--- src/rtl/mc_ctrl.sv ---
// ---------------------------------------------------------------------------
// mc_ctrl - multi-cycle MIPS control FSM.
//
// Sequences one instruction over 2-5 cycles through the shared ALU, the
// single memory port and the register file. It drives every datapath mux
// select and write enable, and it stalls in IF, MRD and MWR until MIO_ready.
//
// Ports
//   clk, reset            : clock; synchronous active-high reset to IF
//   opcode, funct         : IR[31:26], IR[5:0] (stable from ID onward)
//   zero                  : ALU zero flag (the branch decision is made in the
//                           datapath from PCWriteCond/Branch_bne)
//   MIO_ready             : memory/IO access completes this cycle
//   PCWrite, PCWriteCond, Branch_bne, IorD, MemRead, MemWrite, IRWrite,
//   RegWrite, CPU_MIO, RegDst, MemtoReg, ALUSrcA, ALUSrcB, PCSource, ALUop
//                         : datapath controls
//   state                 : current state code, for debug
// ---------------------------------------------------------------------------
module mc_ctrl (
    input  logic       clk,
    input  logic       reset,
    input  logic [5:0] opcode,
    input  logic [5:0] funct,
    input  logic       zero,
    input  logic       MIO_ready,
    output logic       PCWrite,
    output logic       PCWriteCond,
    output logic       Branch_bne,
    output logic       IorD,
    output logic       MemRead,
    output logic       MemWrite,
    output logic       IRWrite,
    output logic       RegWrite,
    output logic       CPU_MIO,
    output logic [1:0] RegDst,
    output logic [1:0] MemtoReg,
    output logic       ALUSrcA,
    output logic [1:0] ALUSrcB,
    output logic [1:0] PCSource,
    output logic [2:0] ALUop,
    output logic [3:0] state
);

    typedef enum logic [3:0] {
        S_IF    = 4'd0,
        S_ID    = 4'd1,
        S_MADDR = 4'd2,
        S_MRD   = 4'd3,
        S_LWB   = 4'd4,
        S_MWR   = 4'd5,
        S_EXR   = 4'd6,
        S_RWB   = 4'd7,
        S_BR    = 4'd8,
        S_J     = 4'd9,
        S_EXI   = 4'd10,
        S_IWB   = 4'd11,
        S_JAL   = 4'd12
    } state_t;

    localparam logic [2:0] OP_AND = 3'b000;
    localparam logic [2:0] OP_OR  = 3'b001;
    localparam logic [2:0] OP_ADD = 3'b010;
    localparam logic [2:0] OP_XOR = 3'b011;
    localparam logic [2:0] OP_NOR = 3'b100;
    localparam logic [2:0] OP_SRL = 3'b101;
    localparam logic [2:0] OP_SUB = 3'b110;
    localparam logic [2:0] OP_SLT = 3'b111;

    state_t r_state;
    state_t w_state_next;

    // The branch condition is resolved in the datapath; the flag is only
    // part of this block's port list for top-level wiring.
    logic w_unused_zero;
    assign w_unused_zero = zero;

    always_ff @(posedge clk) begin
        if (reset) begin
            r_state <= S_IF;
        end else begin
            r_state <= w_state_next;
        end
    end

    always_comb begin
        w_state_next = S_IF;
        PCWrite      = 1'b0;
        PCWriteCond  = 1'b0;
        Branch_bne   = 1'b0;
        IorD         = 1'b0;
        MemRead      = 1'b0;
        MemWrite     = 1'b0;
        IRWrite      = 1'b0;
        RegWrite     = 1'b0;
        CPU_MIO      = 1'b0;
        RegDst       = 2'b00;
        MemtoReg     = 2'b00;
        ALUSrcA      = 1'b0;
        ALUSrcB      = 2'b00;
        PCSource     = 2'b00;
        ALUop        = 3'b000;
        state        = r_state;

        case (r_state)
            S_IF: begin
                MemRead = 1'b1;
                CPU_MIO = 1'b1;
                ALUSrcB = 2'b01;
                ALUop   = OP_ADD;
                // PC+4 and the IR are only captured once the fetch lands.
                PCWrite = MIO_ready;
                IRWrite = MIO_ready;
                w_state_next = MIO_ready ? S_ID : S_IF;
            end
            S_ID: begin
                ALUSrcB = 2'b11;
                ALUop   = OP_ADD;
                case (opcode)
                    6'b000000:            w_state_next = S_EXR;
                    6'b100011, 6'b101011: w_state_next = S_MADDR;
                    6'b000100, 6'b000101: w_state_next = S_BR;
                    6'b000010:            w_state_next = S_J;
                    6'b000011:            w_state_next = S_JAL;
                    6'b001000, 6'b001100,
                    6'b001101, 6'b001010: w_state_next = S_EXI;
                    default:              w_state_next = S_IF;
                endcase
            end
            S_MADDR: begin
                ALUSrcA = 1'b1;
                ALUSrcB = 2'b10;
                ALUop   = OP_ADD;
                w_state_next = (opcode == 6'b100011) ? S_MRD : S_MWR;
            end
            S_MRD: begin
                MemRead = 1'b1;
                CPU_MIO = 1'b1;
                IorD    = 1'b1;
                w_state_next = MIO_ready ? S_LWB : S_MRD;
            end
            S_LWB: begin
                RegWrite = 1'b1;
                MemtoReg = 2'b01;
            end
            S_MWR: begin
                MemWrite = 1'b1;
                CPU_MIO  = 1'b1;
                IorD     = 1'b1;
                w_state_next = MIO_ready ? S_IF : S_MWR;
            end
            S_EXR: begin
                ALUSrcA = 1'b1;
                case (funct)
                    6'b100010: ALUop = OP_SUB;
                    6'b100100: ALUop = OP_AND;
                    6'b100101: ALUop = OP_OR;
                    6'b101010: ALUop = OP_SLT;
                    6'b100111: ALUop = OP_NOR;
                    6'b100110: ALUop = OP_XOR;
                    6'b000010: ALUop = OP_SRL;
                    default:   ALUop = OP_ADD;
                endcase
                w_state_next = S_RWB;
            end
            S_RWB: begin
                RegWrite = 1'b1;
                RegDst   = 2'b01;
            end
            S_BR: begin
                ALUSrcA     = 1'b1;
                ALUop       = OP_SUB;
                PCWriteCond = 1'b1;
                PCSource    = 2'b01;
                Branch_bne  = (opcode == 6'b000101);
            end
            S_J: begin
                PCWrite  = 1'b1;
                PCSource = 2'b10;
            end
            S_JAL: begin
                // PC is already PC+4 here, so the link register gets the
                // return address directly from the PC mux input.
                PCWrite  = 1'b1;
                PCSource = 2'b10;
                RegWrite = 1'b1;
                RegDst   = 2'b10;
                MemtoReg = 2'b10;
            end
            S_EXI: begin
                ALUSrcA = 1'b1;
                ALUSrcB = 2'b10;
                case (opcode)
                    6'b001100: ALUop = OP_AND;
                    6'b001101: ALUop = OP_OR;
                    6'b001010: ALUop = OP_SLT;
                    default:   ALUop = OP_ADD;
                endcase
                w_state_next = S_IWB;
            end
            S_IWB: begin
                RegWrite = 1'b1;
            end
            default: begin
                w_state_next = S_IF;
            end
        endcase

        // Reset silences the bus and every enable immediately, so an access
        // in flight is dropped in the same cycle reset is seen.
        if (reset) begin
            w_state_next = S_IF;
            PCWrite      = 1'b0;
            PCWriteCond  = 1'b0;
            Branch_bne   = 1'b0;
            IorD         = 1'b0;
            MemRead      = 1'b0;
            MemWrite     = 1'b0;
            IRWrite      = 1'b0;
            RegWrite     = 1'b0;
            CPU_MIO      = 1'b0;
            RegDst       = 2'b00;
            MemtoReg     = 2'b00;
            ALUSrcA      = 1'b0;
            ALUSrcB      = 2'b00;
            PCSource     = 2'b00;
            ALUop        = 3'b000;
            state        = 4'd0;
        end
    end

endmodule

--- config.mk ---
export PLATFORM = sky130hd
export DESIGN_NAME = mc_ctrl
export DESIGN_NICKNAME = d
export VERILOG_FILES = /design/src/rtl/mc_ctrl.sv
export SDC_FILE = /design/constraint.sdc
export NUM_CORES = 1
export LEC_CHECK = 0
export ABC_AREA = 1
export CAP_MARGIN = 20
export CELL_PAD_IN_SITES_DETAIL_PLACEMENT = 2
export CELL_PAD_IN_SITES_GLOBAL_PLACEMENT = 2
export CORE_MARGIN = 4
export CORE_UTILIZATION = 17
export DETAILED_ROUTE_END_ITERATION = 6
export GPL_TIMING_DRIVEN = 0
export PLACE_DENSITY_LB_ADDON = 0.05
export SLEW_MARGIN = 20
export SYNTH_ARGS = -nofsm -noshare
export SYNTH_HDL_FRONTEND = slang
export SYNTH_SLANG_ARGS = --single-unit
export TNS_END_PERCENT = 100
--- constraint.sdc ---
create_clock -name clk -period 1.38 [get_ports clk]
set_input_delay 0.207 -clock clk [delete_from_list [all_inputs] [get_ports clk]]
set_output_delay 0.207 -clock clk [all_outputs]
set_load 0.005 [all_outputs]
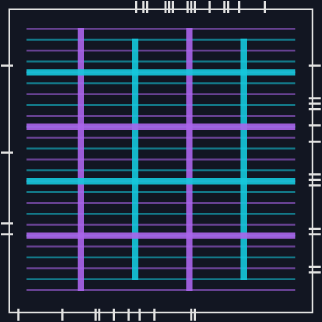
(images/pdn.png)
Scale: 4 px per um. Pins as bars on the die edge.
legend:
  VSS:
    color: purple
  VDD:
    color: cyan
met1 rails: 25
met5 straps: 4
rows: 24
met4 straps: 4

==> flow_summary.yaml <==
# synthesis and place-and-route metrics
layout:
  regMostFlops: "r_state"
  stdcell_area_mm2: 0.00177
  layout.area.comb_um2: 863
  antenna_cells: 0
  nets: 244
  area_growth_pct: 129
  largest_reg_flops: 4
  fillers: 523
  fin_cells: 278
  regArea_um2: 95.1
  final_cell_mix: "buf_4 (30), nor2_1 (26), nand2_1 (20)"
  layout_top_cell: "buf_4"
  drive_gt1_frac: 0.588
worst_setup_path:
  path_cells: "buf_4, nor2_4, buf_4, nand2_2, and2_4, a21oi_1, buf_2"
  worst_setup_path_end_kind: "output port"
  cp.required_ns: 1.17
  critical_path_buf_inv_count: 3
  r2r_slack_ns: -0.06
  cp.arrival_ns: 1.47
  r2r_end: "r_state[2]"
  r2r_cells: 10
  cpPeakStageDelay_ns: 0.35
  critical_path.most_common_cell: "buf_4"
  cp_max_fo: 3
  cpLargestDelayFamily: "buffers and inverters"
  endpoint: "CPU_MIO"
  r2r_start: "r_state[2]"
place:
  gp_congestion: 0.753
  port_buffers: 38
  dp_hpwl_um: 2920
  place_area_mm2: 0.00122
  place_ws_ns: -0.845
pwr:
  p_per_area_mw_per_mm2: 369
  power.total_mw: 0.653
  peakVddDrop_uv: 420
  p_leak_nw: 0.851
route:
  drtPass1Iterations: 4
  vias: 1325
  wl_um: 4970
  wl_met3_um: 205
  final_antenna_net_count: 0
  wl_met1_um: 1910
  viasPerCell: 4.77
synth:
  xor_area_frac: 0
  yosys.area.top_type: "nand2_1"
  synth_top_area_share: 0.150
  synthArstFlopShare: 0
  area_leaders: "nand2_1 (15%), nor2_1 (15%), dfxtp_1 (10%)"
  aoi_share: 0.173
  synthFlopType: "dfxtp_1"
  ys_area_um2: 773
  ys_sh_simple: 0.602
  syn_area_um2: 773
  synth_cells: 149
  syn_area_per_cell_um2: 5.19
  fa_ha_area_frac: 0
clock_tree:
  numCtsBuffers: 3
  cts.sinks: 4
  clk_path_buf_depth: 2
job:
  warnings: 29
  maxCapViolations: 0
sta:
  worst_hold_slack_ns: 0.475
  max_freq_mhz: 596
  fin_skew_ns: 0.00237
  finalClockPeriodUsage: 1.21
  hold_viol: 0
  setup_violations: 19
  slew_headroom: 0.771
  worst_slack_ns: -0.296
  slew_viol_final: 0
  min_period_ns: 1.68
grt:
  first_global_vias: 1357
  gr-total-overflow: 0
  grt_max_degree: 11
  antenna_found_initial: 0
  grt_pass1_wl_um: 6780
  use_met2: 0.303
  busiest_layer: "met2"
die:
  initial_utilization: 0.176
  row_count: 24
  ioPinCount: 41
  die_area_mm2: 0.00569
  fp.coreArea_mm2: 0.00438
  die_h_um: 75.4
  dieWidth_um: 75.4
min_path:
  hold_start: "reset"
  min_to: "r_state[2]"
  hold_class: "input port to flop"
  worstHoldPathCells: 3
run_status:
  status: "finished with violations"
  violations: "negative setup slack"
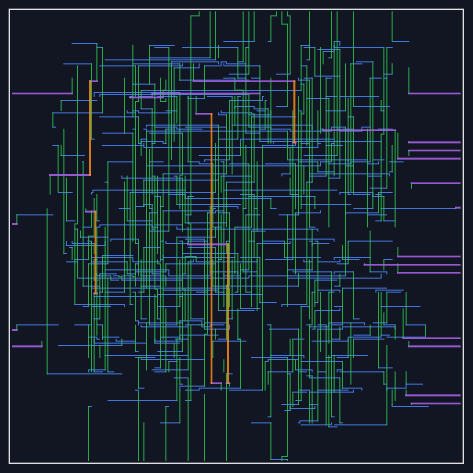
(images/metal_stack.png)
Scale: 6 px per um.
legend:
  met4:
    color: orange
    wire_length: 107 um
  met3:
    color: purple
    wire_length: 205 um
  met1:
    color: blue
    wire_length: 1910 um
  met2:
    color: green
    wire_length: 2750 um

[report_power, final]
part	internal [mW]	total [mW]	switching, mW
combinational	0.123	0.291	0.168
sequential	0.114	0.121	0.00631
clock	0.186	0.242	0.0561
[area by class of cell]
class	count	area share
plain buffers	4	0.0163
inverters	20	0.0524
flip-flops and latches	4	0.0538
repair buffers	74	0.329
multi-input cells	121	0.488
clock buffers	3	0.0234
well taps	52	0.0368
[logic make-up after synthesis]
kind of cell | after synthesis
AOI/OAI and AO/OA | 22
buffers and inverters | 24
DFF | 4
and+or+nand+nor | 99
[what timing repair did]
action	in CTS	in global routing
hold buffers	0	0
setup buffers	24	12
pin swaps	25	15
resized	150	40
endpoints found under the hold margin	0	0
endpoints found under the setup margin	29	24
Power is estimated from default activity; no workload was simulated.
